==> src/rtl/instr_loader.sv <==
// Framed byte-stream loader: length, payload, checksum -> instruction memory writes.
// Keeps the CPU held in reset until a frame has been written and its checksum matched.
module instr_loader #(
    parameter int ADDRESS_WIDTH = 12,
    parameter int DATA_WIDTH    = 8,
    parameter int BASE_ADDR     = 0
) (
    input  logic                     clk,
    input  logic                     rst,
    input  logic                     start,
    input  logic [DATA_WIDTH-1:0]    rx_data,
    input  logic                     rx_valid,
    output logic                     rx_ready,
    output logic                     mem_we,
    output logic [ADDRESS_WIDTH-1:0] mem_addr,
    output logic [DATA_WIDTH-1:0]    mem_wdata,
    output logic                     cpu_hold,
    output logic                     busy,
    output logic                     load_done,
    output logic                     load_err,
    output logic [15:0]              bytes_written
);

    localparam logic [ADDRESS_WIDTH-1:0] BASE    = ADDRESS_WIDTH'(BASE_ADDR);
    localparam logic [16:0]              MAX_LEN = 17'((1 << ADDRESS_WIDTH) - BASE_ADDR);

    typedef enum logic [2:0] {
        S_IDLE,
        S_LEN_LO,
        S_LEN_HI,
        S_DATA,
        S_CSUM,
        S_DONE,
        S_ERR
    } state_t;

    state_t                   r_state;
    logic [15:0]              r_len;
    logic [DATA_WIDTH-1:0]    r_sum;
    logic [15:0]              r_count;
    logic [ADDRESS_WIDTH-1:0] r_wr_addr;
    logic                     r_mem_we;
    logic [ADDRESS_WIDTH-1:0] r_mem_addr;
    logic [DATA_WIDTH-1:0]    r_mem_wdata;
    logic                     r_cpu_hold;

    logic                     w_accept;
    logic [15:0]              w_len;
    logic [15:0]              w_count_inc;

    assign rx_ready    = (r_state == S_LEN_LO) || (r_state == S_LEN_HI) ||
                         (r_state == S_DATA)   || (r_state == S_CSUM);
    assign w_accept    = rx_valid && rx_ready;
    assign w_len       = {rx_data, r_len[7:0]};
    assign w_count_inc = r_count + 16'd1;

    always_ff @(posedge clk) begin
        if (rst) begin
            r_state     <= S_IDLE;
            r_len       <= '0;
            r_sum       <= '0;
            r_count     <= '0;
            r_wr_addr   <= BASE;
            r_mem_we    <= 1'b0;
            r_mem_addr  <= BASE;
            r_mem_wdata <= '0;
            r_cpu_hold  <= 1'b1;
        end else begin
            r_mem_we <= 1'b0;
            case (r_state)
                S_IDLE, S_ERR: begin
                    if (start) begin
                        r_state    <= S_LEN_LO;
                        r_count    <= '0;
                        r_sum      <= '0;
                        r_wr_addr  <= BASE;
                        r_cpu_hold <= 1'b1;
                    end
                end
                S_LEN_LO: begin
                    if (w_accept) begin
                        r_len[7:0] <= rx_data;
                        r_state    <= S_LEN_HI;
                    end
                end
                S_LEN_HI: begin
                    if (w_accept) begin
                        r_len <= w_len;
                        // Oversize frames are rejected before any byte reaches memory
                        if ({1'b0, w_len} > MAX_LEN)
                            r_state <= S_ERR;
                        else if (w_len == 16'd0)
                            r_state <= S_CSUM;
                        else
                            r_state <= S_DATA;
                    end
                end
                S_DATA: begin
                    if (w_accept) begin
                        r_mem_we    <= 1'b1;
                        r_mem_addr  <= r_wr_addr;
                        r_mem_wdata <= rx_data;
                        r_wr_addr   <= r_wr_addr + 1'b1;
                        r_sum       <= r_sum + rx_data;
                        r_count     <= w_count_inc;
                        if (w_count_inc == r_len)
                            r_state <= S_CSUM;
                    end
                end
                S_CSUM: begin
                    if (w_accept)
                        r_state <= (rx_data == r_sum) ? S_DONE : S_ERR;
                end
                S_DONE: begin
                    r_state    <= S_IDLE;
                    r_cpu_hold <= 1'b0;
                end
                default: r_state <= S_IDLE;
            endcase
        end
    end

    assign mem_we        = r_mem_we;
    assign mem_addr      = r_mem_addr;
    assign mem_wdata     = r_mem_wdata;
    assign cpu_hold      = r_cpu_hold;
    assign busy          = (r_state != S_IDLE) && (r_state != S_ERR);
    assign load_done     = (r_state == S_DONE);
    assign load_err      = (r_state == S_ERR);
    assign bytes_written = r_count;

endmodule
==> config.mk <==
export PLATFORM = sky130hd
export DESIGN_NAME = instr_loader
export DESIGN_NICKNAME = d
export VERILOG_FILES = /design/src/rtl/instr_loader.sv
export SDC_FILE = /design/constraint.sdc
export NUM_CORES = 1
export LEC_CHECK = 0
export ABC_AREA = 1
export ABC_CLOCK_PERIOD_IN_PS = 2100
export CAP_MARGIN = 20
export CORE_UTILIZATION = 40
export DETAILED_ROUTE_END_ITERATION = 7
export GPL_TIMING_DRIVEN = 0
export HOLD_SLACK_MARGIN = 0.05
export SYNTH_ARGS = -nofsm -noshare
export SYNTH_HDL_FRONTEND = slang
export SYNTH_SLANG_ARGS = --single-unit
==> constraint.sdc <==
create_clock -name clk -period 2.1 [get_ports clk]
set_input_delay 0.525 -clock clk [delete_from_list [all_inputs] [get_ports clk]]
set_output_delay 0.525 -clock clk [all_outputs]
set_load 0.01 [all_outputs]
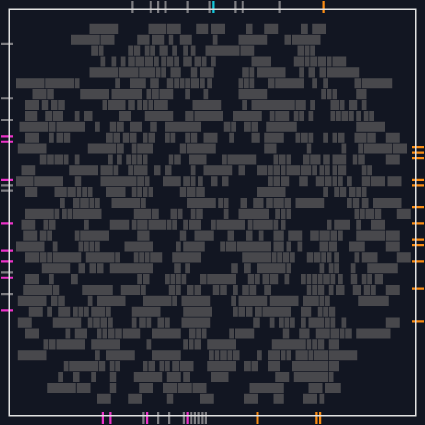
Figure 1: run 1, pin placement.
Scale: 4 px per µm. Pins as bars across the die edge, other pins in grey.
port	colour	pins	direction	edge
rx_valid	cyan	1	input	top
bytes_written	orange	16	output	12 right, 3 bottom, 1 top
mem_addr	magenta	12	output	8 left, 4 bottom
all pins by edge	16 bottom, 15 left, 12 right, 11 top

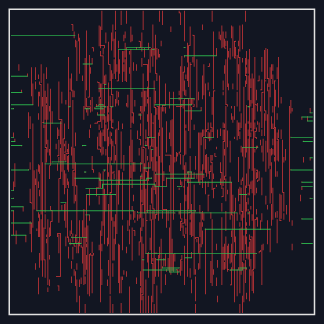
Figure 2: run 1, metal layers overlaid.
Scale: 3 px per µm. Only two layers are drawn.
layer	colour	wire length
met3	green	544 µm
met2	red	5480 µm

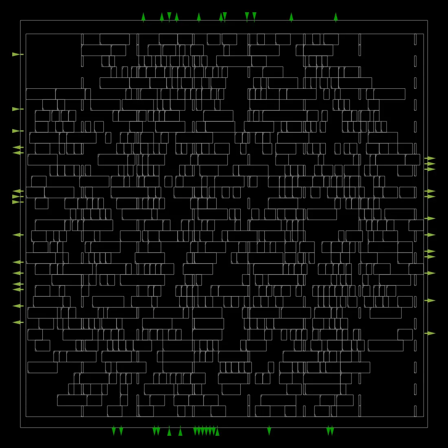
Figure 3: run 1, placed standard cells.
Tap Cells: 129
Cell Count, Final, Fillers Out: 774
sequential share of cell area: 30.7%
Final Util: 54.3%

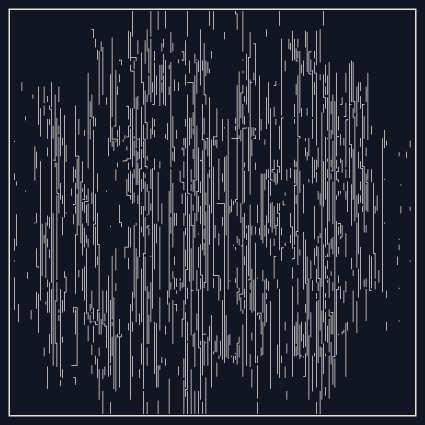
Figure 4: run 1, M2 wires.
Scale: 4 px per µm.
main direction	vertical
share of all routed wire	46%

==> flow_summary_export.csv, run 1 <==
group,metric,value,unit
logic_synthesis,yosys_area,0.00394,mm²
clock_tree,cts_hold_buf,0,
clock_tree,cts_root_buffer,"clkbuf_8",
job,tool_warnings,27,
min_path,hp-start,"r_sum[0]$_SDFFE_PP0P_",
clock_tree,clk_path_buf_depth,2,
outcome,outcome,"complete, no violations",
logic_synthesis,synth.top_cell.area_share,39.1,%
global_routing,antenna_found_initial,0,
floorplan,ioPinCount,54,
finish,clkCellAreaFrac,4.33,%
final_timing,layout_setup_ws,0.0984,ns
pwr,pwr-share-seq,39.3,%
min_path,min_to,"r_sum[0]$_SDFFE_PP0P_",
pwr,p_sw,1.61,mW
floorplan,die.size.y,101,µm
logic_synthesis,most_common_cell,"nand2_1",
place,dpl.hpwl,8430,µm
route,antenna_left,0,
pwr,p_clk,1.29,mW
critical_path,r2r-end,"r_state[0]$_SDFFE_PP0P_",
place,dp_slack,-0.710,ns
clock_tree,h-tree-depth,3,
critical_path,start_kind,"flop",
run 1: logic make-up after synthesis:
logic type,after synthesis,synth area share [%]
XOR/XNOR,8,2.13
flip-flops,77,39.1
AND/OR/NAND/NOR,281,32.4
AND-OR/OR-AND,109,15.1
adder cells (fa/ha/maj),10,3.36
buffers and inverters,81,7.93
run 1: state kept, by name, summed over array words and instances, names as in the netlist:
register,flops
bytes_written,16
r_len,16
mem_addr,12
r_wr_addr,12
mem_wdata,8
r_sum,8
r_state,3
cpu_hold,1
mem_we,1
run 1: per-layer routing:
metal / global-route usage [%] / vias up
met4: 15.8 / 0
li1: - / 2021
met2: 38.7 / 124
met3: 3.52 / 32
met5: 0 / -
met1: 31.0 / 1859
==> inputs of run 2 (changes only) <==
--- a/config.mk
+++ b/config.mk
@@ -7,7 +7,6 @@
 export LEC_CHECK = 0
 export ABC_AREA = 1
 export ABC_CLOCK_PERIOD_IN_PS = 2100
-export CAP_MARGIN = 20
 export CORE_UTILIZATION = 40
 export DETAILED_ROUTE_END_ITERATION = 7
 export GPL_TIMING_DRIVEN = 0
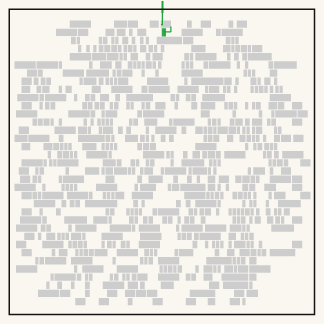
Figure 5: run 2, nets reached from selected ports.
Scale: 3 px per µm.
port	colour	bits	direction	edge	end cells	wire
rx_valid	green	1	input	top	1	9.20 µm

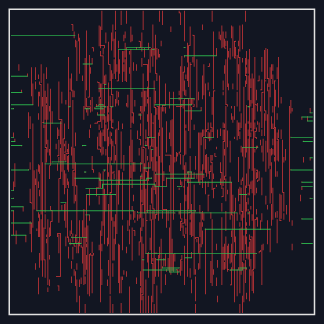
Figure 6: run 2, metal layers overlaid.
Scale: 3 px per µm. Only two layers are drawn.
layer	colour	wire length
met2	red	5480 µm
met3	green	544 µm

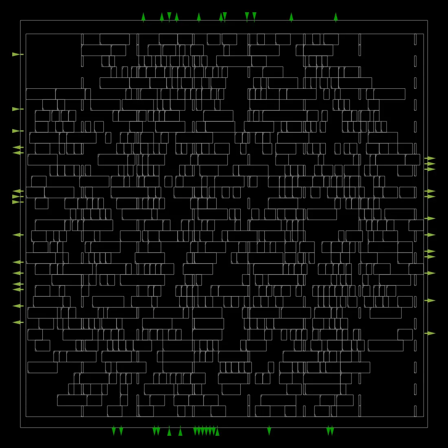
Figure 7: run 2, placed standard cells.
Flops: 77
Fillers: 933

==> flow_summary_export.csv, run 2 <==
group,metric,value,unit
finish,fin_util,54.3,%
place,dp_slack,-0.710,ns
pwr,pwr-share-seq,39.3,%
floorplan,taps,129,
floorplan,ioPinCount,54,
route,antenna_left,0,
job,tool_warnings,27,
clock_tree,h-tree-depth,3,
pwr,p_clk,1.29,mW
logic_synthesis,synth-xor-area-share,2.13,%
outcome,outcome,"complete, no violations",
critical_path,start_kind,"flop",
logic_synthesis,ys_sh_mux,0,%
logic_synthesis,top_logic_kind,"simple AND/OR/NAND/NOR gates",
clock_tree,clk_path_buf_depth,2,
logic_synthesis,ys_sh_aoi,15.1,%
final_timing,layout_setup_ws,0.0984,ns
logic_synthesis,fa_ha_area_share,3.36,%
finish,fin_cells,774,
logic_synthesis,yosys_area,0.00394,mm²
logic_synthesis,ys_sh_simple,32.4,%
global_routing,antenna_found_initial,0,
finish,clkCellAreaFrac,4.33,%
logic_synthesis,most_common_cell,"nand2_1",
place,dpl.hpwl,8430,µm
floorplan,die.size.y,101,µm
critical_path,r2r-end,"r_state[0]$_SDFFE_PP0P_",
pwr,p_sw,1.61,mW
finish,seq_area_share,30.7,%
## run 2: cell counts after synthesis
Identical to the previous run, type by type.
## run 2: cells by family (layout without fill, tap and decap cells)
| kind of cell | Yosys count | count (layout) |
|---|---|---|
| compound gates | 109 | 109 |
| buf+inv | 81 | 160 |
| xor+xnor | 8 | 8 |
| flops | 77 | 77 |
| simple gates | 281 | 281 |
| fa+ha+maj | 10 | 10 |
## run 2: per-layer routing
| layer | up-vias | GRT usage [%] |
|---|---|---|
| li1 | 2021 | - |
| met1 | 1859 | 31.0 |
| met2 | 124 | 38.7 |
| met3 | 32 | 3.52 |
| met4 | 0 | 15.8 |
| met5 | - | 0 |
==> inputs of run 3 (changes only) <==
--- a/config.mk
+++ b/config.mk
@@ -8,9 +8,11 @@
 export ABC_AREA = 1
 export ABC_CLOCK_PERIOD_IN_PS = 2100
 export CORE_UTILIZATION = 40
+export CTS_CLUSTER_DIAMETER = 200
 export DETAILED_ROUTE_END_ITERATION = 7
 export GPL_TIMING_DRIVEN = 0
 export HOLD_SLACK_MARGIN = 0.05
+export SLEW_MARGIN = 0
 export SYNTH_ARGS = -nofsm -noshare
 export SYNTH_HDL_FRONTEND = slang
 export SYNTH_SLANG_ARGS = --single-unit
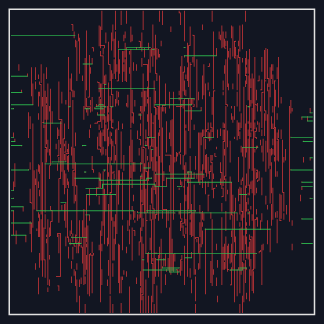
Figure 8: run 3, metal layers overlaid.
Scale: 3 px per µm. Only two layers are drawn.
layer	colour	wire length
met3	green	544 µm
met2	red	5480 µm

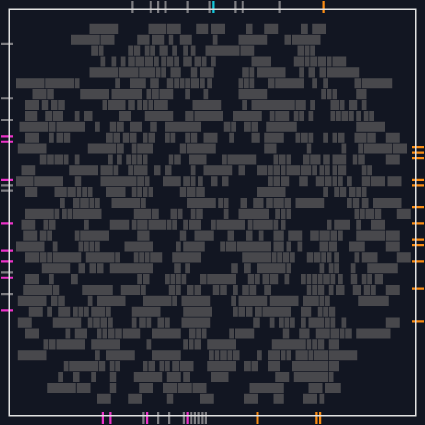
Figure 9: run 3, pin placement.
Scale: 4 px per µm. Pins as bars across the die edge, other pins in grey.
port	colour	pins	direction	edge
bytes_written	orange	16	output	12 right, 3 bottom, 1 top
mem_addr	magenta	12	output	8 left, 4 bottom
rx_valid	cyan	1	input	top
all pins by edge	16 bottom, 15 left, 12 right, 11 top

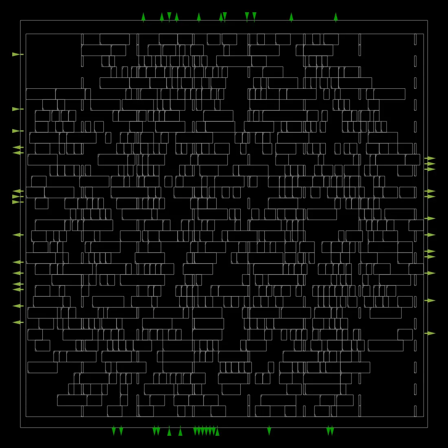
Figure 10: run 3, placed standard cells.
FP Rows: 35
placeable core region: 0.00942 mm²

==> flow_summary_export.csv, run 3 <==
group,metric,value,unit
outcome,outcome,"complete, no violations",
finish,fillers,933,
critical_path,crit_slowest_cell,"dfxtp_1",
global_routing,busiest_layer,"met2",
finish,logic_area,0.00224,mm²
final_timing,fmax,0.500,GHz
logic_synthesis,most_common_cell,"nand2_1",
logic_synthesis,syn_area,0.00394,mm²
global_routing,antenna_found_initial,0,
pwr,swShare,36.6,%
min_path,min_path_type,"flop to flop",
floorplan,die.size.y,101,µm
route,antenna_left,0,
clock_tree,cts_tree,"done",
pwr,p_clk,1.29,mW
global_routing,grt_util_met2,38.7,%
pwr,power_density,863,mW/mm²
pwr,p_sw,1.61,mW
logic_synthesis,ff_type,"dfxtp_1",
clock_tree,h-tree-depth,3,
clock_tree,clk_path_buf_depth,2,
global_routing,use_met3,3.52,%
final_timing,layout_setup_ws,0.0984,ns
critical_path,r2r-end,"r_state[0]$_SDFFE_PP0P_",
finish,fin_cells,774,
floorplan,ioPinCount,54,
pwr,seq_power,1.73,mW
critical_path,start_kind,"flop",
pwr,worst_ir_drop_vdd,0.370,mV
logic_synthesis,yosys_area,0.00394,mm²
pwr,pwr-share-seq,39.3,%
logic_synthesis,synth.top_cell.area_share,39.1,%
place,dpl.hpwl,8430,µm
finish,fin_util,54.3,%
global_routing,use_met1,31.0,%
job,tool_warnings,27,
place,dp_slack,-0.710,ns
finish,synthToLayoutAreaGrowth,29.6,%
critical_path,critPathKind,"flop to output pin",
logic_synthesis,yosys_cells,566,
critical_path,path_buffers,3,
global_routing,grtUsageTotal,24.4,%
-- run 3: cell counts in the layout (fill, tap and decap cells not counted) --
Identical to the previous run, type by type.
-- run 3: kinds of logic (layout without fill, tap and decap cells) --
family / count (synthesis) / in the layout / share of synthesized area [%]
simple gates: 281 / 281 / 32.4
compound gates: 109 / 109 / 15.1
buf+inv: 81 / 160 / 7.93
flops: 77 / 77 / 39.1
fa+ha+maj: 10 / 10 / 3.36
xor+xnor: 8 / 8 / 2.13
-- run 3: area by class of cell --
type                       instances  share of cell area, %
clock inverter                     6                   1.84
inverter                          67                   5.07
tap                              129                   3.16
clock buffer                      10                   2.50
multi-input combinational        408                   43.7
sequential                        77                   30.7
timing repair buffer              63                   11.8
buffer                            14                   1.13
Power and IR drop assume default switching activity.
